**src/rtl/riffa2ahir_bridge.sv**
```systemverilog
// RIFFA channel to AHIR pipe bridge: RX channel -> AHIR input pipe, AHIR output pipe -> TX FIFO -> TX channel.
// Optional TX padding after an empty-FIFO timeout is enabled by defining RIFFA2AHIR_TX_PAD_EN.
module riffa2ahir_bridge #(
  parameter int unsigned C_PCI_DATA_WIDTH = 32,
  parameter int unsigned TX_FIFO_DEPTH    = 4,
  parameter int unsigned TX_LEN_MODE      = 0,
  parameter int unsigned TX_DATA_LEN      = 120,
  parameter int unsigned PAD_TIMEOUT      = 256
) (
  input  logic                              CLK,
  input  logic                              RST,
  input  logic                              CHNL_RX,
  output logic                              CHNL_RX_ACK,
  input  logic [31:0]                       CHNL_RX_LEN,
  input  logic [C_PCI_DATA_WIDTH-1:0]       CHNL_RX_DATA,
  input  logic                              CHNL_RX_DATA_VALID,
  output logic                              CHNL_RX_DATA_REN,
  output logic                              CHNL_TX,
  input  logic                              CHNL_TX_ACK,
  output logic [31:0]                       CHNL_TX_LEN,
  output logic [C_PCI_DATA_WIDTH-1:0]       CHNL_TX_DATA,
  output logic                              CHNL_TX_DATA_VALID,
  input  logic                              CHNL_TX_DATA_REN,
  output logic [C_PCI_DATA_WIDTH-1:0]       in_data_pipe_write_data,
  output logic                              in_data_pipe_write_req,
  input  logic                              in_data_pipe_write_ack,
  input  logic [C_PCI_DATA_WIDTH-1:0]       out_data_pipe_read_data,
  output logic                              out_data_pipe_read_req,
  input  logic                              out_data_pipe_read_ack,
  output logic                              rx_busy,
  output logic                              tx_busy,
  output logic [$clog2(TX_FIFO_DEPTH):0]    tx_fifo_count
);

  localparam int unsigned NUM_WORDS = C_PCI_DATA_WIDTH / 32;
  localparam int unsigned AW        = $clog2(TX_FIFO_DEPTH);
  localparam int unsigned CW        = AW + 1;

  typedef enum logic {RX_IDLE, RX_RECV} rx_state_t;
  typedef enum logic {TX_IDLE, TX_SEND} tx_state_t;

  rx_state_t rx_state;
  tx_state_t tx_state;

  logic [31:0] r_len, r_count, last_rx_len;
  logic [31:0] t_len, t_count, sel_len;
  logic        rx_recv, r_more, rx_beat;
  logic        tx_send, t_more, tx_beat;

  logic [C_PCI_DATA_WIDTH-1:0] mem [TX_FIFO_DEPTH];
  logic [AW-1:0]               wr_ptr, rd_ptr;
  logic [CW-1:0]               count;
  logic                        fifo_empty, fifo_full, fifo_push, fifo_pop;
  logic                        pad_mode;
  logic                        unused_ok;

  // RX side: combinational handshake between the RIFFA channel and the AHIR input pipe
  assign rx_recv                 = (rx_state == RX_RECV);
  assign r_more                  = (r_count < r_len);
  assign in_data_pipe_write_data = CHNL_RX_DATA;
  assign in_data_pipe_write_req  = rx_recv & CHNL_RX_DATA_VALID & r_more;
  assign CHNL_RX_DATA_REN        = rx_recv & in_data_pipe_write_ack & r_more;
  assign rx_beat                 = in_data_pipe_write_req & in_data_pipe_write_ack;
  assign CHNL_RX_ACK             = rx_recv;
  assign rx_busy                 = rx_recv;

  always_ff @(posedge CLK) begin
    if (RST) begin
      rx_state    <= RX_IDLE;
      r_len       <= '0;
      r_count     <= '0;
      last_rx_len <= '0;
    end else begin
      case (rx_state)
        RX_IDLE: begin
          if (CHNL_RX) begin
            r_len    <= CHNL_RX_LEN;
            r_count  <= '0;
            rx_state <= RX_RECV;
          end
        end
        RX_RECV: begin
          if (!r_more) begin
            last_rx_len <= r_len;
            rx_state    <= RX_IDLE;
          end else if (rx_beat) begin
            r_count <= r_count + 32'(NUM_WORDS);
          end
        end
        default: rx_state <= RX_IDLE;
      endcase
    end
  end

  // TX FIFO: first-word-fall-through, head is visible whenever non-empty
  assign fifo_empty             = (count == '0);
  assign fifo_full              = (count == CW'(TX_FIFO_DEPTH));
  assign out_data_pipe_read_req = !fifo_full;
  assign fifo_push              = !fifo_full & out_data_pipe_read_ack;
  assign tx_fifo_count          = count;

  always_ff @(posedge CLK) begin
    if (fifo_push) mem[wr_ptr] <= out_data_pipe_read_data;
  end

  always_ff @(posedge CLK) begin
    if (RST) begin
      wr_ptr <= '0;
      rd_ptr <= '0;
      count  <= '0;
    end else begin
      if (fifo_push) wr_ptr <= wr_ptr + AW'(1);
      if (fifo_pop)  rd_ptr <= rd_ptr + AW'(1);
      case ({fifo_push, fifo_pop})
        2'b10:   count <= count + CW'(1);
        2'b01:   count <= count - CW'(1);
        default: count <= count;
      endcase
    end
  end

  // TX side: length selection, beat handshake, pad beats bypass the FIFO
  assign sel_len            = (TX_LEN_MODE == 0) ? 32'(TX_DATA_LEN) : last_rx_len;
  assign tx_send            = (tx_state == TX_SEND);
  assign t_more             = (t_count < t_len);
  assign CHNL_TX_DATA_VALID = tx_send & t_more & (pad_mode | !fifo_empty);
  assign fifo_pop           = tx_send & t_more & !pad_mode & !fifo_empty & CHNL_TX_DATA_REN;
  assign tx_beat            = CHNL_TX_DATA_VALID & CHNL_TX_DATA_REN;
  assign CHNL_TX_DATA       = (pad_mode || fifo_empty) ? '0 : mem[rd_ptr];
  assign CHNL_TX            = tx_send;
  assign CHNL_TX_LEN        = t_len;
  assign tx_busy            = tx_send;

  always_ff @(posedge CLK) begin
    if (RST) begin
      tx_state <= TX_IDLE;
      t_len    <= '0;
      t_count  <= '0;
    end else begin
      case (tx_state)
        TX_IDLE: begin
          t_count <= '0;
          if (!fifo_empty && (sel_len != '0)) begin
            t_len    <= sel_len;
            tx_state <= TX_SEND;
          end
        end
        TX_SEND: begin
          if (!t_more) begin
            tx_state <= TX_IDLE;
          end else if (tx_beat) begin
            t_count <= t_count + 32'(NUM_WORDS);
          end
        end
        default: tx_state <= TX_IDLE;
      endcase
    end
  end

`ifdef RIFFA2AHIR_TX_PAD_EN
  localparam int unsigned PW = $clog2(PAD_TIMEOUT + 1);
  logic [PW-1:0] pad_cnt;

  // Enter pad mode after PAD_TIMEOUT consecutive empty cycles while sending
  always_ff @(posedge CLK) begin
    if (RST || !tx_send) begin
      pad_mode <= 1'b0;
      pad_cnt  <= '0;
    end else if (!pad_mode) begin
      if (fifo_empty) begin
        if (pad_cnt == PW'(PAD_TIMEOUT - 1)) pad_mode <= 1'b1;
        else                                 pad_cnt  <= pad_cnt + PW'(1);
      end else begin
        pad_cnt <= '0;
      end
    end
  end
`else
  assign pad_mode = 1'b0;
`endif

  // TX_ACK is informational only
  assign unused_ok = ^{CHNL_TX_ACK, 32'(PAD_TIMEOUT)};

endmodule

```
**config.mk**
```make
export PLATFORM = sky130hd
export DESIGN_NAME = riffa2ahir_bridge
export DESIGN_NICKNAME = d
export VERILOG_FILES = /design/src/rtl/riffa2ahir_bridge.sv
export SDC_FILE = /design/constraint.sdc
export NUM_CORES = 1
export LEC_CHECK = 0
export CORE_MARGIN = 2
export CORE_UTILIZATION = 45
export CTS_CLUSTER_SIZE = 14
export DETAILED_ROUTE_END_ITERATION = 7
export PLACE_DENSITY_LB_ADDON = 0.08
export SLEW_MARGIN = 25
export SYNTH_ARGS = -nofsm -noshare
export SYNTH_HDL_FRONTEND = slang
export SYNTH_SLANG_ARGS = --single-unit
```
**constraint.sdc**
```tcl
create_clock -name CLK -period 5 [get_ports CLK]
set_input_delay 1 -clock CLK [delete_from_list [all_inputs] [get_ports CLK]]
set_output_delay 1 -clock CLK [all_outputs]
set_load 0.05 [all_outputs]
```
Figure 1. The metal 2 layer (run 1).
Cells faint in the background.
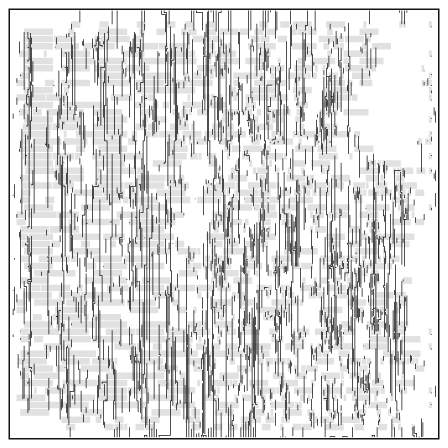
nets with wire on the layer: 946
main direction: vertical
share of all routed wire: 47%
wire length on this layer: 10300 µm
longest straight run: 53.4 µm

Figure 2. Signal wires by layer (run 1).
Only two layers are drawn.
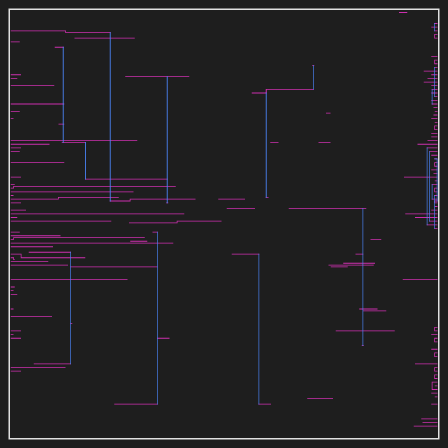
| layer | color | wire length |
|---|---|---|
| metal 3 | magenta | 1380 µm |
| metal 4 | blue | 526 µm |

Figure 3. The metal 4 layer (run 1).
The bar under the picture is 50 µm long. Cells faint in the background.
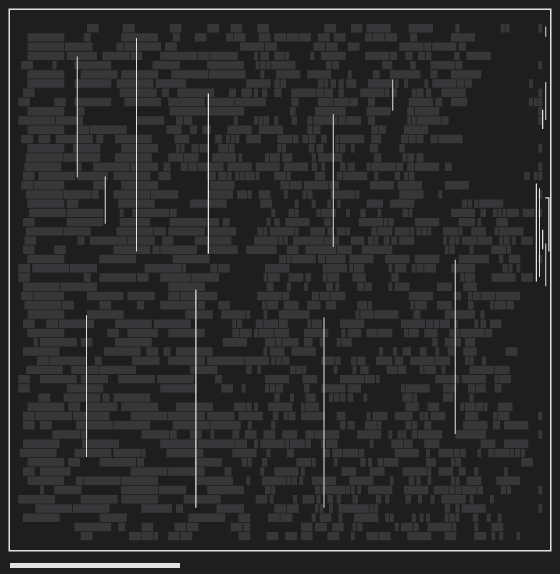
longest straight run: 63.9 µm
nets with wire on the layer: 11
share of all routed wire: 2.4%
wire length on this layer: 526 µm
routed wire length: 21800 µm
routed vias: 6917

Figure 4. Cells by drive strength (run 1).
The bar under the picture is 50 µm long.
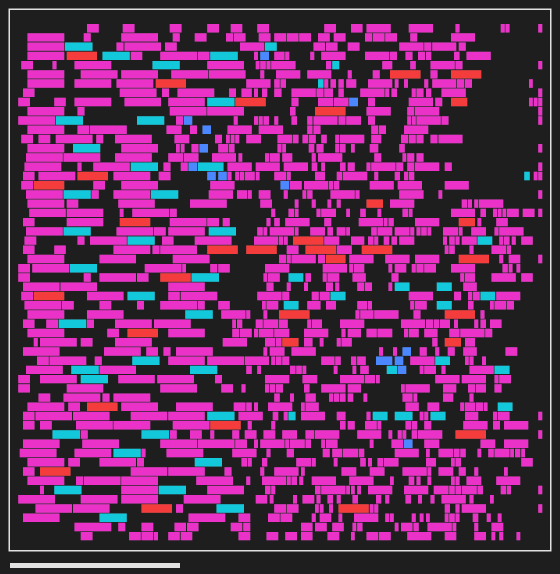
| size | color | cells | share |
|---|---|---|---|
| _0 and _1 cells | magenta | 929 | 90% |
| _6 and larger | red | 32 | 3.1% |
| _3 and _4 cells | blue | 14 | 1.4% |
| _2 cells | cyan | 53 | 5.2% |

==> reports/qor.yml, run 1 <==
fp_util_pct: 45.9
hpwl_um: 13700
r2r-end: "r_count[31]$_SDFFE_PP0P_"
grt.busiest_layer: "met2"
postCtsHoldBufs: 0
nNonClkBuffers: 130
critical_path_required_ns: 4.00
fin_crit_ns: 4.26
antenna_found_initial: 1
relSlewSlack_pct: 32.5
lay_top_cells: "nand2_1, edfxtp_1, clkdlybuf4s50_1, dfxtp_1, a21oi_1"
largest_register: "mem"
yosys_warnings: 0
min_path_cells: 2
power_frac_comb_pct: 17.3
cts_resized: 0
min-delay-start: "r_len[8]$_SDFFE_PP0P_"
finalSetupTns_ns: 0
pg_seq_mw: 2.16
edf_count: 128
nClkBuffers: 38
final_core_util_pct: 54.0
instances_no_fill: 1348
aoi_share_pct: 8.61
slowest_stage: "clkdlybuf4s50_1"
grt_pass1_wl_um: 35300
hold_viol_final: 0
rsz0062_at_grt: "false"
met1_length_um: 9570
r2r_start: "r_count[19]$_SDFFE_PP0P_"
nFillCells: 2104
nNonClkInverters: 52
switchingPower_mw: 1.30
die_h_um: 159
synthTopCellsByArea: "edfxtp_1, dfxtp_1, mux4_2"
seqCellArea_um2: 6010
seqPwrFrac_pct: 45.8
pre_cts_ws_ns: 1.27
fmax_ghz: 0.235
cts.sinks: 236
ys.flop_type: "edfxtp_1"
cts_root_buffer: "clkbuf_16"
setup_violations: 0
p_leak_nw: 4.42
ys_seq_elements: 236
seq_share_pct: 47.3
comb_cells: 565
finalCritPeriodShare_pct: 85.2
stdcell_area_um2: 12700
largest_reg_flops: 128
syn_inst: 935
chip_area_um2: 25300
cp.depth: 10
ys_top_cells_by_count: "edfxtp_1, nand2_1, dfxtp_1"
synthArstFlopShare_pct: 0
ys_cells: 935
fin_ws_ns: 0.742
pwr-share-clk_pct: 36.9
worst_clock_skew_ns: 0.0214
clock_power_mw: 1.74
rrSetupSlack_ns: 1.57
gp_congestion: 0.721
vdd_drop_max_mv: 0.345
synth_area_per_cell_um2: 11.6
dominant-cell-class: "registers"
p_int_mw: 3.43
yosys-stat-area_um2: 10800
cts.htree.levels: 1
crit_chain: "ha_1 -> a211oi_1 -> o21ai_0 -> a41oi_1 -> o41ai_1 -> buf_4 -> nand2_1 -> nand2_1 -> nor2_1 -> clkdlybuf4s50_1"
wl_met2_um: 10300
clk_pin_slew_ns: 0.06
outcome: "completed"
syn_to_final_growth_pct: 17.5
bufAreaShareNonClock_pct: 9.95
use_met3_pct: 4.69
path_class: "flip-flop to output port"
ys_sh_simple_pct: 13.8
route.detailed.drc: 0
drive_above_1_share_pct: 9.63
clk_share_pct: 6.19
critPathBufInv: 2
die_w_um: 159
worstMarginPinSlew_ns: 0.987
cts_max_path_buffers: 3
slowest_delay_ns: 0.81
num-nets-final: 1157
antenna_cells: 1
port_buffers: 117
n_tap_cell: 319
grt_start_max_net_pins: 77
pwr_density_cell_nw_per_um2: 372
grt_pass1_vias: 6761
drv_slew: 0
yosysTopAreaCellShare_pct: 35.5
end_kind: "output port"
coreArea_um2: 23500
crit_fanout: 6
grt_overflow: 0
critPathLaunch: "r_count[2]$_SDFFE_PP0P_"
power-top-group: "sequential cells"
pin_count: 211
grt_use_total_pct: 17.1
place_inst: 1302
syn_area_um2: 10800
critPathCapture: "in_data_pipe_write_req"
totalPowerFinal_mw: 4.72
startpoint_type: "flip-flop"
hold_slack_ns: 0.452
gr-usage-met1_pct: 21.5
dr.pass1.iters: 4
gr-usage-met2_pct: 29.1
wl_met3_um: 1380
holdPathEnd: "r_len[8]$_SDFFE_PP0P_"
numCtsBuffers: 26
crit_arrival_ns: 3.26
yosys.area_share.adder_pct: 4.93
logic_family: "simple AND/OR/NAND/NOR gates"
maxCapViolCount: 0
flop-count: 236
==> run 2: changes to the inputs <==
CELL_PAD_IN_SITES_DETAIL_PLACEMENT = 1   (was default)
CELL_PAD_IN_SITES_GLOBAL_PLACEMENT = 2   (was default)
CORE_MARGIN = default   (was 2)
CORE_UTILIZATION = 37   (was 45)
==> reports/qor.yml, run 2 <==
outcome: "completed"
clk_pin_slew_ns: 0.06
crit_chain: "ha_1 -> a211oi_1 -> o21ai_0 -> a41oi_1 -> o41ai_1 -> buf_4 -> nand2_1 -> nand2_1 -> nor2_1 -> clkdlybuf4s50_1"
antenna_found_initial: 0
synthTopCellsByArea: "edfxtp_1, dfxtp_1, mux4_2"
cts.sinks: 236
ys_top_cells_by_count: "edfxtp_1, nand2_1, dfxtp_1"
numCtsBuffers: 27
min-delay-start: "r_len[0]$_SDFFE_PP0P_"
path_class: "flip-flop to output port"
clk_share_pct: 6.30
grt_use_total_pct: 16.4
nNonClkInverters: 52
fmax_ghz: 0.237
hold_viol_final: 0
p_int_mw: 3.45
finalSetupTns_ns: 0
gp_congestion: 0.689
grt_overflow: 0
met1_length_um: 10200
antenna_cells: 0
wl_um: 24500
wl_met3_um: 1250
nNonClkBuffers: 131
grt_pass1_vias: 7463
dominant-cell-class: "registers"
die_w_um: 173
vdd_drop_max_mv: 0.315
cts_root_buffer: "clkbuf_16"
seqCellArea_um2: 6010
holdPathEnd: "r_len[0]$_SDFFE_PP0P_"
power-top-group: "sequential cells"
clock_power_mw: 1.81
yosysTopAreaCellShare_pct: 35.5
syn_to_final_growth_pct: 18.5
ys_cells: 935
syn_area_um2: 10800
critPathLaunch: "r_count[2]$_SDFFE_PP0P_"
hpwl_um: 15800
pg_seq_mw: 2.17
nClkBuffers: 34
stdcell_area_um2: 12800
yosys_warnings: 0
drive_above_1_share_pct: 9.87
fp_util_pct: 37.7
finalCritPeriodShare_pct: 84.5
chip_area_um2: 29900
relSlewSlack_pct: 30.0
gr-usage-met1_pct: 18.8
ys_sh_simple_pct: 13.8
slowest_stage: "clkdlybuf4s50_1"
yosys-stat-area_um2: 10800
seq_share_pct: 46.9
cts_resized: 0
maxCapViolCount: 0
aoi_share_pct: 8.61
nFillCells: 3035
grt.busiest_layer: "met2"
grt_start_max_net_pins: 77
critical_path_required_ns: 4.00
drv_slew: 0
gr-usage-met2_pct: 30.4
worstMarginPinSlew_ns: 1.02
ys_seq_elements: 236
final_core_util_pct: 44.7
dr.pass1.iters: 6
num-nets-final: 1159
r2r_start: "CHNL_TX_LEN[3]$_SDFFE_PP0P_"
setup_violations: 0
comb_cells: 565
pre_cts_ws_ns: 1.31
logic_family: "simple AND/OR/NAND/NOR gates"
cts.htree.levels: 1
startpoint_type: "flip-flop"
n_tap_cell: 384
route.detailed.drc: 0
power_frac_comb_pct: 17.3
end_kind: "output port"
coreArea_um2: 28700
fin_crit_ns: 4.22
critPathBufInv: 2
vias: 7006
pin_count: 211
Figure 5. Signal wires by layer (run 2).
Only two layers are drawn.
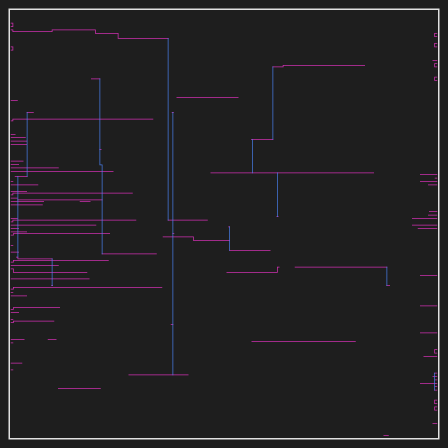
| layer | color | wire length |
|---|---|---|
| metal 3 | magenta | 1250 µm |
| metal 4 | blue | 405 µm |

Figure 6. Cells by drive strength (run 2).
The bar under the picture is 50 µm long.
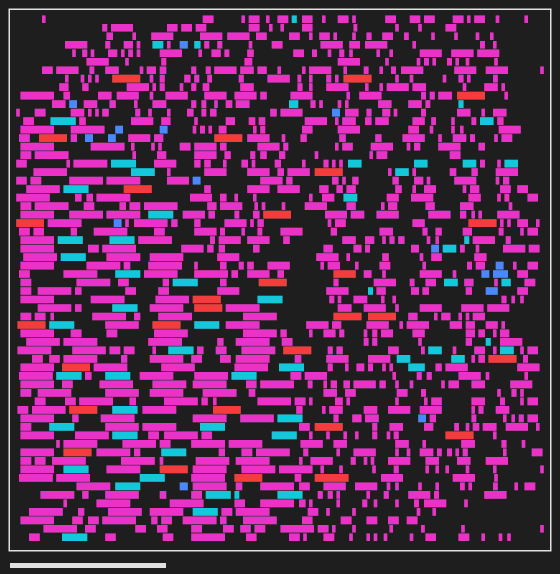
| size | color | cells | share |
|---|---|---|---|
| _2 cells | cyan | 57 | 5.5% |
| _6 and larger | red | 29 | 2.8% |
| _3 and _4 cells | blue | 16 | 1.5% |
| _0 and _1 cells | magenta | 931 | 90% |

==> run 3: changes to the inputs <==
CORE_UTILIZATION = 34   (was 37)
clock period = 4.3 ns   (was 5 ns; I/O delays follow)
==> reports/qor.yml, run 3 <==
outcome: "completed"
critical_path_required_ns: 3.44
drive_above_1_share_pct: 11.3
worstMarginPinSlew_ns: 0.925
n_tap_cell: 396
lay_top_cells: "nand2_1, edfxtp_1, clkdlybuf4s50_1, dfxtp_1, a21oi_1"
yosys_warnings: 0
die_h_um: 180
cts_max_path_buffers: 3
wl_met3_um: 1640
grt_pass1_vias: 7482
gr-usage-met1_pct: 19.0
nClkBuffers: 28
aoi_share_pct: 8.61
top_area_cell: "edfxtp_1"
synth_area_per_cell_um2: 11.6
viasPerCell: 4.96
rrSetupSlack_ns: 1.14
seq_share_pct: 46.0
pwr_density_cell_nw_per_um2: 460
flop-count: 236
comb_cells: 565
min-delay-start: "r_len[28]$_SDFFE_PP0P_"
p_leak_nw: 4.58
yosys-stat-area_um2: 10800
cts.htree.levels: 1
port_buffers: 117
postCtsHoldBufs: 0
clock_power_mw: 2.51
pre_cts_ws_ns: 0.765
wl_per_cell_um: 17.3
numCtsBuffers: 27
route.detailed.drc: 0
wl_um: 24800
grt_pass1_wl_um: 40300
dominant-cell-class: "registers"
slowest_stage: "clkdlybuf4s50_1"
crit_arrival_ns: 2.94
seqCellArea_um2: 6010
min_path_cells: 2
synthTopCellsByArea: "edfxtp_1, dfxtp_1, mux4_2"
holdPathEnd: "r_len[28]$_SDFFE_PP0P_"
logic_family: "simple AND/OR/NAND/NOR gates"
ys_cells: 935
use_met3_pct: 4.47
clk_pin_slew_ns: 0.06
ys_top_cells_by_count: "edfxtp_1, nand2_1, dfxtp_1"
num_rows: 64
syn_inst: 935
wl_met2_um: 11800
edf_count: 128
startpoint_type: "flip-flop"
fin_crit_ns: 3.80
coreArea_um2: 30900
fmax_ghz: 0.263
grt_overflow: 0
relSlewSlack_pct: 38.3
chip_area_um2: 32500
slowest_delay_ns: 0.81
nFillCells: 3312
nNonClkInverters: 52
ys.flop_type: "edfxtp_1"
xor_share_pct: 0.729
ys_seq_elements: 236
finalCritPeriodShare_pct: 88.3
crit_fanout: 6
critPathLaunch: "CHNL_TX_LEN[3]$_SDFFE_PP0P_"
synthArstFlopShare_pct: 0
syn_area_um2: 10800
p_int_mw: 4.39
largest_register: "mem"
vias: 7121
grt_start_max_net_pins: 77
totalPowerFinal_mw: 6.01
cts.sinks: 236
largest_reg_flops: 128
fin_ws_ns: 0.502
r2r_start: "CHNL_TX_LEN[3]$_SDFFE_PP0P_"
vdd_drop_max_mv: 0.358
antenna_found_initial: 2
antenna_cells: 1
power_frac_comb_pct: 16.3
cts_root_buffer: "clkbuf_16"
end_kind: "output port"
gr-usage-met2_pct: 26.4
critPathCapture: "CHNL_TX_DATA_VALID"
path_class: "flip-flop to output port"
clk_share_pct: 7.52
hold_viol_final: 0
final_core_util_pct: 42.3
dr.pass1.iters: 4
rsz0062_at_grt: "false"
maxCapViolCount: 0
fp_util_pct: 35.0
drtIter0Drc: 260
ys_sh_simple_pct: 13.8
pwr-share-clk_pct: 41.8
met1_length_um: 10900
switchingPower_mw: 1.62
num-nets-final: 1164
crit_chain: "inv_1 -> ha_1 -> nor4_1 -> nand4_1 -> nor2_1 -> o21ai_0 -> nor2_1 -> clkdlybuf4s50_1"
setup_violations: 0
place_inst: 1385
gp_congestion: 0.690
worst_clock_skew_ns: 0.0133
cp.depth: 8
cts_resized: 0
die_w_um: 180
drv_slew: 0
instances_no_fill: 1436
grt.busiest_layer: "met2"
hpwl_um: 16100
grt_use_total_pct: 15.4
r2r-end: "tx_fifo_count[2]$_SDFFE_PP0P_"
yosys.area_share.adder_pct: 4.93
hold_slack_ns: 0.453
pg_seq_mw: 2.51
power-top-group: "sequential cells"
seqPwrFrac_pct: 41.9
yosysTopAreaCellShare_pct: 35.5
bufAreaShareNonClock_pct: 10.2
pin_count: 211
critPathBufInv: 2
finalSetupTns_ns: 0
Figure 7. The metal 2 layer (run 3).
Cells faint in the background.
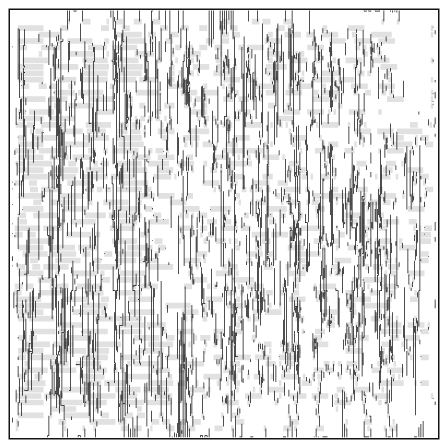
longest straight run: 64.9 µm
wire length on this layer: 11800 µm
share of all routed wire: 47%
main direction: vertical
nets with wire on the layer: 1012

Figure 8. Cells by drive strength (run 3).
The bar under the picture is 50 µm long.
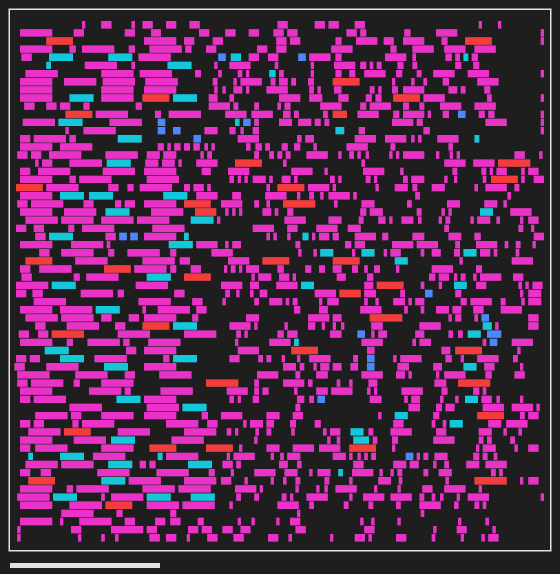
| size | color | cells | share |
|---|---|---|---|
| _0 and _1 cells | magenta | 922 | 89% |
| _6 and larger | red | 37 | 3.6% |
| _3 and _4 cells | blue | 19 | 1.8% |
| _2 cells | cyan | 61 | 5.9% |
Area Overhead vs Synth: 20.8%
Plain + repair buffers: 136
Post-Layout Inst Area: 13100 µm²

Power figures rest on the tool's default switching activity, not on a simulated workload.
